File: config.mk
export PLATFORM = sky130hd
export DESIGN_NAME = rob_module
export DESIGN_NICKNAME = d
export VERILOG_FILES = /design/src/rtl/data_structures.sv /design/src/rtl/rob_operand_resolve.sv /design/src/rtl/rob_module.sv
export SDC_FILE = /design/constraint.sdc
export NUM_CORES = 2
export LEC_CHECK = 0
export ABC_CLOCK_PERIOD_IN_PS = 5540
export CELL_PAD_IN_SITES_DETAIL_PLACEMENT = 1
export CELL_PAD_IN_SITES_GLOBAL_PLACEMENT = 1
export CORE_MARGIN = 10
export CORE_UTILIZATION = 31
export CTS_BUF_LIST = sky130_fd_sc_hd__clkbuf_8
export CTS_CLUSTER_DIAMETER = 30
export DETAILED_ROUTE_END_ITERATION = 7
export GPL_ROUTABILITY_DRIVEN = 1
export PLACE_DENSITY_LB_ADDON = 0.1
export SYNTH_ARGS = -nofsm -noshare
export SYNTH_HDL_FRONTEND = slang
export SYNTH_SLANG_ARGS = --single-unit
File: constraint.sdc
create_clock -name in_clk -period 5.54 [get_ports in_clk]
set_clock_uncertainty 0.1 [all_clocks]
set_input_delay 0.831 -clock in_clk [delete_from_list [all_inputs] [get_ports in_clk]]
set_output_delay 0.831 -clock in_clk [all_outputs]
set_load 0.05 [all_outputs]
File: src/rtl/data_structures.sv
// Shared types and sizing for the reorder buffer slice.
// Contents: ROB sizing localparams, the flags type, the functional-unit
// passthrough enums and the packed ROB entry record.
package data_structures;

  localparam int ROB_DEPTH    = 16;
  localparam int ROB_IDX_SIZE = 4;
  localparam int GPR_SIZE     = 64;
  localparam int GPR_IDX_SIZE = 5;

  typedef logic [3:0] nzcv_t;

  typedef enum logic [1:0] {
    FU_ALU = 2'd0,
    FU_MEM = 2'd1,
    FU_BR  = 2'd2,
    FU_MUL = 2'd3
  } fu_t;

  typedef enum logic [2:0] {
    OP_ADD = 3'd0,
    OP_SUB = 3'd1,
    OP_AND = 3'd2,
    OP_ORR = 3'd3,
    OP_EOR = 3'd4,
    OP_LSL = 3'd5,
    OP_LSR = 3'd6,
    OP_MOV = 3'd7
  } fu_op_t;

  typedef enum logic [3:0] {
    COND_EQ = 4'd0,  COND_NE = 4'd1,  COND_CS = 4'd2,  COND_CC = 4'd3,
    COND_MI = 4'd4,  COND_PL = 4'd5,  COND_VS = 4'd6,  COND_VC = 4'd7,
    COND_HI = 4'd8,  COND_LS = 4'd9,  COND_GE = 4'd10, COND_LT = 4'd11,
    COND_GT = 4'd12, COND_LE = 4'd13, COND_AL = 4'd14, COND_NV = 4'd15
  } cond_t;

  typedef struct packed {
    logic                    busy;
    logic                    done;
    logic [GPR_IDX_SIZE-1:0] dst;
    logic                    set_nzcv;
    logic                    mispredict;
    logic [GPR_SIZE-1:0]     value;
    nzcv_t                   nzcv;
  } rob_entry_t;

endpackage

File: src/rtl/rob_operand_resolve.sv
// Combinational operand resolver for one source operand of a renamed
// instruction. Priority: architectural value from rename, then a completed
// ROB entry, then the FU result broadcast this cycle; otherwise the operand
// stays pending and the producer tag is passed on.
// Ports: rf_valid/rf_tag/rf_value (from rename), entry_done/entry_value
// (ROB entry addressed by rf_tag), fu_done/fu_tag/fu_value (broadcast),
// valid/tag/value (resolved operand).
module rob_operand_resolve
  import data_structures::*;
#(
  parameter int W   = 64,
  parameter int IDX = 4
) (
  input  logic           rf_valid,
  input  logic [IDX-1:0] rf_tag,
  input  logic [W-1:0]   rf_value,
  input  logic           entry_done,
  input  logic [W-1:0]   entry_value,
  input  logic           fu_done,
  input  logic [IDX-1:0] fu_tag,
  input  logic [W-1:0]   fu_value,
  output logic           valid,
  output logic [IDX-1:0] tag,
  output logic [W-1:0]   value
);

  // Priority select of the operand source.
  always_comb begin
    valid = 1'b0;
    tag   = rf_tag;
    value = {W{1'b0}};
    if (rf_valid) begin
      valid = 1'b1;
      value = rf_value;
    end else if (entry_done) begin
      valid = 1'b1;
      value = entry_value;
    end else if (fu_done && (fu_tag == rf_tag)) begin
      valid = 1'b1;
      value = fu_value;
    end else begin
      valid = 1'b0;
      value = {W{1'b0}};
    end
  end

endmodule

File: src/rtl/rob_module.sv
// Reorder buffer: allocates in-order entries for renamed instructions,
// resolves their operands and forwards them to the reservation stations,
// captures FU writebacks, retires in program order and flushes everything
// when a mispredicted branch retires.
// Ports: in_clk/in_rst (sync active-low), in_rf_* (renamed instruction),
// in_fu_* (result broadcast), out_rf_next_rob_index/out_d_stall (allocation
// status), out_rs_* (instruction to RS), out_rf_* (retire), out_flush.
module rob_module
  import data_structures::*;
#(
  parameter int ROB_DEPTH    = data_structures::ROB_DEPTH,
  parameter int ROB_IDX_SIZE = data_structures::ROB_IDX_SIZE,
  parameter int GPR_SIZE     = data_structures::GPR_SIZE,
  parameter int GPR_IDX_SIZE = data_structures::GPR_IDX_SIZE
) (
  input  logic                    in_clk,
  input  logic                    in_rst,
  input  logic                    in_rf_done,
  input  logic                    in_rf_src1_valid,
  input  logic                    in_rf_src2_valid,
  input  logic                    in_rf_nzcv_valid,
  input  logic [ROB_IDX_SIZE-1:0] in_rf_src1_rob_index,
  input  logic [ROB_IDX_SIZE-1:0] in_rf_src2_rob_index,
  input  logic [ROB_IDX_SIZE-1:0] in_rf_nzcv_rob_index,
  input  logic [GPR_SIZE-1:0]     in_rf_src1_value,
  input  logic [GPR_SIZE-1:0]     in_rf_src2_value,
  input  nzcv_t                   in_rf_nzcv,
  input  logic [GPR_IDX_SIZE-1:0] in_rf_dst,
  input  logic                    in_rf_set_nzcv,
  input  logic                    in_rf_uses_nzcv,
  input  logic                    in_rf_mispredict,
  input  fu_t                     in_rf_fu_id,
  input  fu_op_t                  in_rf_fu_op,
  input  cond_t                   in_rf_cond_codes,
  input  logic                    in_fu_done,
  input  logic [ROB_IDX_SIZE-1:0] in_fu_rob_index,
  input  logic [GPR_SIZE-1:0]     in_fu_value,
  input  nzcv_t                   in_fu_nzcv,
  output logic [ROB_IDX_SIZE-1:0] out_rf_next_rob_index,
  output logic                    out_d_stall,
  output logic                    out_rs_done,
  output logic [ROB_IDX_SIZE-1:0] out_rs_rob_index,
  output logic                    out_rs_src1_valid,
  output logic [ROB_IDX_SIZE-1:0] out_rs_src1_rob_index,
  output logic [GPR_SIZE-1:0]     out_rs_src1_value,
  output logic                    out_rs_src2_valid,
  output logic [ROB_IDX_SIZE-1:0] out_rs_src2_rob_index,
  output logic [GPR_SIZE-1:0]     out_rs_src2_value,
  output logic                    out_rs_nzcv_valid,
  output logic [ROB_IDX_SIZE-1:0] out_rs_nzcv_rob_index,
  output nzcv_t                   out_rs_nzcv,
  output logic                    out_rs_set_nzcv,
  output logic                    out_rs_uses_nzcv,
  output fu_t                     out_rs_fu_id,
  output fu_op_t                  out_rs_fu_op,
  output cond_t                   out_rs_cond_codes,
  output logic                    out_rf_should_commit,
  output logic [ROB_IDX_SIZE-1:0] out_rf_commit_rob_index,
  output logic [GPR_IDX_SIZE-1:0] out_rf_reg_index,
  output logic [GPR_SIZE-1:0]     out_rf_commit_value,
  output logic                    out_rf_set_nzcv,
  output nzcv_t                   out_rf_nzcv,
  output logic                    out_flush
);

  localparam logic [ROB_IDX_SIZE:0]   FULL_COUNT_C = (ROB_IDX_SIZE+1)'(ROB_DEPTH);
  localparam logic [ROB_IDX_SIZE:0]   CNT_ONE_C    = {{ROB_IDX_SIZE{1'b0}}, 1'b1};
  localparam logic [ROB_IDX_SIZE-1:0] IDX_ONE_C    = {{(ROB_IDX_SIZE-1){1'b0}}, 1'b1};

  rob_entry_t                entries_r [ROB_DEPTH];
  logic [ROB_IDX_SIZE-1:0]   head_r;
  logic [ROB_IDX_SIZE-1:0]   tail_r;
  logic [ROB_IDX_SIZE:0]     count_r;

  rob_entry_t                head_entry_s;
  logic                      commit_s;
  logic                      flush_s;
  logic                      alloc_s;
  logic                      wb_s;

  logic                      src1_valid_s, src2_valid_s, nzcv_valid_s;
  logic [ROB_IDX_SIZE-1:0]   src1_tag_s, src2_tag_s, nzcv_tag_s;
  logic [GPR_SIZE-1:0]       src1_value_s, src2_value_s;
  nzcv_t                     nzcv_value_s;

  assign head_entry_s = entries_r[head_r];
  assign commit_s     = head_entry_s.busy & head_entry_s.done;
  assign flush_s      = commit_s & head_entry_s.mispredict;
  // Full and empty both have head==tail, so fullness comes from the count.
  assign out_d_stall  = (count_r == FULL_COUNT_C);
  // A retiring mispredict discards whatever rename offers on the same edge.
  assign alloc_s      = in_rf_done & ~out_d_stall & ~flush_s;
  assign wb_s         = in_fu_done & entries_r[in_fu_rob_index].busy;
  assign out_rf_next_rob_index = tail_r;

  rob_operand_resolve #(.W(GPR_SIZE), .IDX(ROB_IDX_SIZE)) u_res_src1 (
    .rf_valid(in_rf_src1_valid), .rf_tag(in_rf_src1_rob_index), .rf_value(in_rf_src1_value),
    .entry_done(entries_r[in_rf_src1_rob_index].done),
    .entry_value(entries_r[in_rf_src1_rob_index].value),
    .fu_done(in_fu_done), .fu_tag(in_fu_rob_index), .fu_value(in_fu_value),
    .valid(src1_valid_s), .tag(src1_tag_s), .value(src1_value_s)
  );

  rob_operand_resolve #(.W(GPR_SIZE), .IDX(ROB_IDX_SIZE)) u_res_src2 (
    .rf_valid(in_rf_src2_valid), .rf_tag(in_rf_src2_rob_index), .rf_value(in_rf_src2_value),
    .entry_done(entries_r[in_rf_src2_rob_index].done),
    .entry_value(entries_r[in_rf_src2_rob_index].value),
    .fu_done(in_fu_done), .fu_tag(in_fu_rob_index), .fu_value(in_fu_value),
    .valid(src2_valid_s), .tag(src2_tag_s), .value(src2_value_s)
  );

  rob_operand_resolve #(.W(4), .IDX(ROB_IDX_SIZE)) u_res_nzcv (
    .rf_valid(in_rf_nzcv_valid), .rf_tag(in_rf_nzcv_rob_index), .rf_value(in_rf_nzcv),
    .entry_done(entries_r[in_rf_nzcv_rob_index].done),
    .entry_value(entries_r[in_rf_nzcv_rob_index].nzcv),
    .fu_done(in_fu_done), .fu_tag(in_fu_rob_index), .fu_value(in_fu_nzcv),
    .valid(nzcv_valid_s), .tag(nzcv_tag_s), .value(nzcv_value_s)
  );

  // Entry array, pointers, count and all registered outputs.
  always_ff @(posedge in_clk) begin
    if (!in_rst) begin
      for (int i = 0; i < ROB_DEPTH; i++) begin
        entries_r[i] <= {$bits(rob_entry_t){1'b0}};
      end
      head_r                  <= {ROB_IDX_SIZE{1'b0}};
      tail_r                  <= {ROB_IDX_SIZE{1'b0}};
      count_r                 <= {(ROB_IDX_SIZE+1){1'b0}};
      out_rs_done             <= 1'b0;
      out_rs_rob_index        <= {ROB_IDX_SIZE{1'b0}};
      out_rs_src1_valid       <= 1'b0;
      out_rs_src1_rob_index   <= {ROB_IDX_SIZE{1'b0}};
      out_rs_src1_value       <= {GPR_SIZE{1'b0}};
      out_rs_src2_valid       <= 1'b0;
      out_rs_src2_rob_index   <= {ROB_IDX_SIZE{1'b0}};
      out_rs_src2_value       <= {GPR_SIZE{1'b0}};
      out_rs_nzcv_valid       <= 1'b0;
      out_rs_nzcv_rob_index   <= {ROB_IDX_SIZE{1'b0}};
      out_rs_nzcv             <= 4'd0;
      out_rs_set_nzcv         <= 1'b0;
      out_rs_uses_nzcv        <= 1'b0;
      out_rs_fu_id            <= FU_ALU;
      out_rs_fu_op            <= OP_ADD;
      out_rs_cond_codes       <= COND_EQ;
      out_rf_should_commit    <= 1'b0;
      out_rf_commit_rob_index <= {ROB_IDX_SIZE{1'b0}};
      out_rf_reg_index        <= {GPR_IDX_SIZE{1'b0}};
      out_rf_commit_value     <= {GPR_SIZE{1'b0}};
      out_rf_set_nzcv         <= 1'b0;
      out_rf_nzcv             <= 4'd0;
      out_flush               <= 1'b0;
    end else begin
      out_rs_done <= alloc_s;
      if (alloc_s) begin
        out_rs_rob_index      <= tail_r;
        out_rs_src1_valid     <= src1_valid_s;
        out_rs_src1_rob_index <= src1_tag_s;
        out_rs_src1_value     <= src1_value_s;
        out_rs_src2_valid     <= src2_valid_s;
        out_rs_src2_rob_index <= src2_tag_s;
        out_rs_src2_value     <= src2_value_s;
        out_rs_nzcv_valid     <= nzcv_valid_s;
        out_rs_nzcv_rob_index <= nzcv_tag_s;
        out_rs_nzcv           <= nzcv_value_s;
        out_rs_set_nzcv       <= in_rf_set_nzcv;
        out_rs_uses_nzcv      <= in_rf_uses_nzcv;
        out_rs_fu_id          <= in_rf_fu_id;
        out_rs_fu_op          <= in_rf_fu_op;
        out_rs_cond_codes     <= in_rf_cond_codes;
      end

      out_rf_should_commit <= commit_s;
      out_flush            <= flush_s;
      if (commit_s) begin
        out_rf_commit_rob_index <= head_r;
        out_rf_reg_index        <= head_entry_s.dst;
        out_rf_commit_value     <= head_entry_s.value;
        out_rf_set_nzcv         <= head_entry_s.set_nzcv;
        out_rf_nzcv             <= head_entry_s.nzcv;
      end

      if (wb_s) begin
        entries_r[in_fu_rob_index].value <= in_fu_value;
        entries_r[in_fu_rob_index].nzcv  <= in_fu_nzcv;
        entries_r[in_fu_rob_index].done  <= 1'b1;
      end

      if (flush_s) begin
        for (int i = 0; i < ROB_DEPTH; i++) begin
          entries_r[i].busy <= 1'b0;
        end
        head_r  <= {ROB_IDX_SIZE{1'b0}};
        tail_r  <= {ROB_IDX_SIZE{1'b0}};
        count_r <= {(ROB_IDX_SIZE+1){1'b0}};
      end else begin
        if (commit_s) begin
          entries_r[head_r].busy <= 1'b0;
          head_r                 <= head_r + IDX_ONE_C;
        end
        if (alloc_s) begin
          entries_r[tail_r] <= '{busy: 1'b1, done: 1'b0, dst: in_rf_dst,
                                 set_nzcv: in_rf_set_nzcv, mispredict: in_rf_mispredict,
                                 value: {GPR_SIZE{1'b0}}, nzcv: 4'd0};
          tail_r            <= tail_r + IDX_ONE_C;
        end
        case ({alloc_s, commit_s})
          2'b10:   count_r <= count_r + CNT_ONE_C;
          2'b01:   count_r <= count_r - CNT_ONE_C;
          default: count_r <= count_r;
        endcase
      end
    end
  end

endmodule

==> datasheet_impl.txt <==
Implementation parameters

Parameter                              Value

Critical path
  Launching element type of the critical path    flip-flop
  Worst setup path endpoint    entries_r[5][26]
  Cell family with the largest share of critical-path delay    simple AND/OR/NAND/NOR gates
  Crit Path Max Fanout    114
  Cell breakdown of the critical path    mux4_2, and3b_1, or4_4, buf_12, o2111ai_2, and3_4, buf_4, a22o_1

Power and ir drop
  Proportion of total power due to net switching    25.56%
  Part of the power in combinational logic    7.4%
  Power, Total    31.87 mW
  LEAKAGE    32.19 nW
  Clock power share    58.0%
  Sequential power share    34.7%

Clocking
  Number of levels the H-tree was split into    5
  CTS-repair resized insts    0
  Clock-pin slew on the worst setup and hold paths    0.05 ns
  CTS Buffer Depth    4
  Insertion delay to the later sink of the worst-skew pair    1.15 ns

Floorplanning
  Die outline area    261,700 um^2
  Die span in x    511.5 um
  IO Pins    488
  Vertical die dimension    511.5 um
  Number of core rows    180

Drt
  Met1 routed wirelength after detailed routing    151.8 mm
  Final routed DRC violation total    0
  Routed Antenna Nets    0
  Violation count after the first detailed-routing iteration    5,525
  Top layer in use    met5
  Wire length per cell after detailed routing    35.67 um

Synthesis
  Async SR Flop Fraction    0%
  Flip-flops with a built-in enable    112
  Multiplexer share    27.71%
  Post-synthesis chip area from yosys    74,890 um^2
  Post-synth cell types    51
  Cell count after synthesis    5,994
  Post-Synth Simple-Gate Area    3.508%
  Count of instantiated cells in the yosys netlist    5,994
  Post-synth top cells    dfxtp_1 (1,380), a22o_1 (1,072), mux4_2 (920)
  Post-synthesis average cell area    12.49 um^2
  Aoi share    21.70%
  Xor and xnor fraction of the mapped netlist area    0.1520%

Final layout
  Multi-input gate share of the layout cell area    43.05%
  Antenna diodes    4
  Cell area after layout    93,430 um^2
  Fin nets    6,614
  Multi-input gates    3,671
  Non-clock buffer share    8.072%
  Most frequent standard cell in the layout excluding fill and tap cells    dfxtp_1
  Layout overhead on the synthesized area    24.75%
  Dominant kind of cell    multi-input combinational cells

Timing
  Minimum clock period    4.464 ns
  Worst path setup slack after routing    1.076 ns
  Final count of hold timing violations    0
  Final-layout setup total negative slack    0 ns
  Share of the cycle needed by the critical path after routing    80.58%
  Worst slew margin relative to its limit    15.27%
  Number of slew-limit violations in the final report    0

Placement
  Final Wtd Congestion    0.8261
  DP Cell Count    9,090
  Detail Placement HPWL    213.2 mm
  Tally of buffers added on design ports    487
  Placed standard-cell area    82,850 um^2

Global routing
  Largest net degree at the start of global routing    123
  Wire length of the first global-routing pass    504.5 mm
  Number of antenna violations at the first check in global routing    14
  Met1 Track Usage GR    35.09%
  Met2 capacity usage during global routing    40.62%
  GRT met3 Usage    5.887%
  Global routing's busiest layer    met2
  Via count of the first global-routing pass    65,180

Outcome
  Status    finished, final reports clean

Hold path
  Worst hold path depth    3
  Class of the most critical hold timing path    input pin to flip-flop
### Placement density heat map

The bar under the picture is 200 um long. The die is cut into 26 by 26 equal tiles; white is low, dark blue is high, 0 to 100% covered.
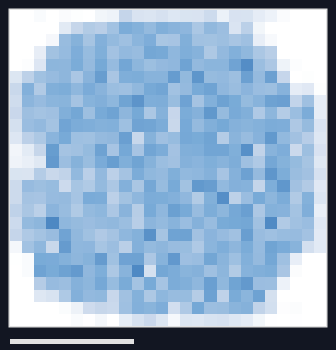
The mean over all tiles is 34%. 11% of the tiles are nearly empty. The emptiest ninth of the die: top right. The fullest tile reaches 64%.
pre-placement core utilization: 31.14%
core box area: 240,500 um^2
Post-Route Utilization: 38.84%

### Sequential cells grouped by signal name

The bar under the picture is 200 um long. Other sequential cells in the stronger grey, the rest of the logic in the fainter grey.
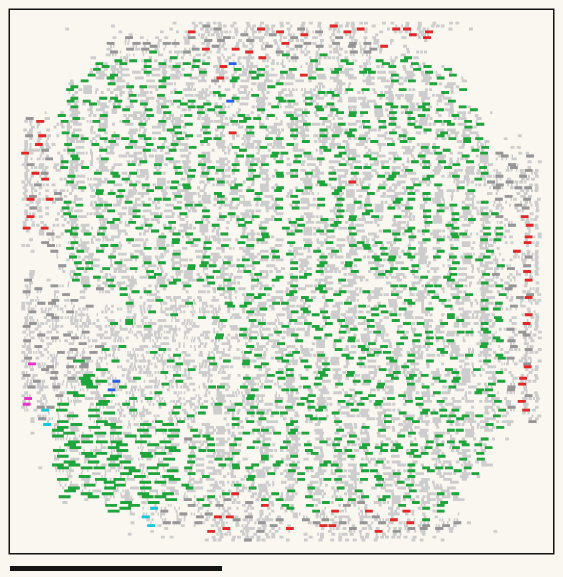
Blue marks `out_rf_nzcv`, flops 4. Cyan marks `out_rf_reg_index`, flops 5, where bottom left. Red marks `out_rs_src2_value`, flops 64, where all over the die. Green marks `entries_r`, flops 1,232, where all over the die. Magenta marks `out_rs_fu_op`, flops 3.
Another 184 sequential cells are not coloured.

### Floorplan with the power grid

The bar under the picture is 200 um long. Pins as bars on the die edge. Tap cells in grey.
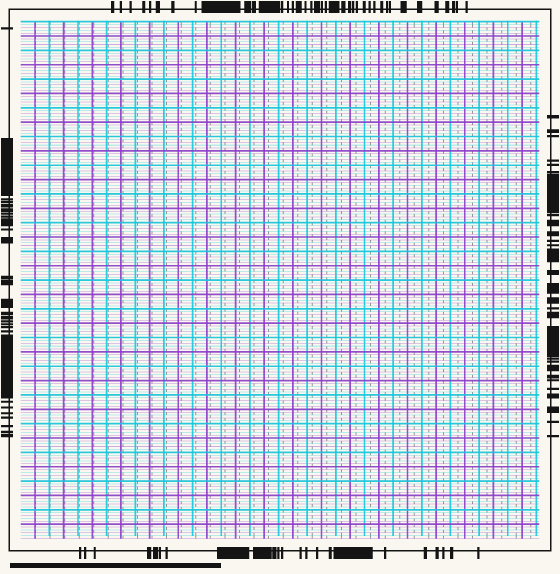
Cyan marks VDD. Purple marks VSS.
181 met1 rails follow the rows. 488 signal pins sit on the boundary.

### Placement view

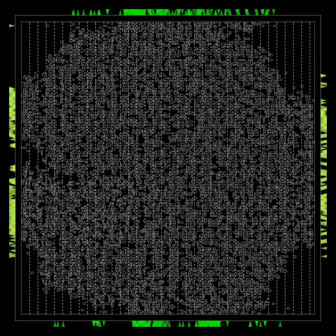
Cell Count, Final, Fillers Out: 9,903
count of flip-flops and latches: 1,492
sequential cell area share: 33.18%
number of fill cells in the layout: 25,050
Taps Inserted: 3,185

Power figures rest on the tool's default switching activity, not on a simulated workload.
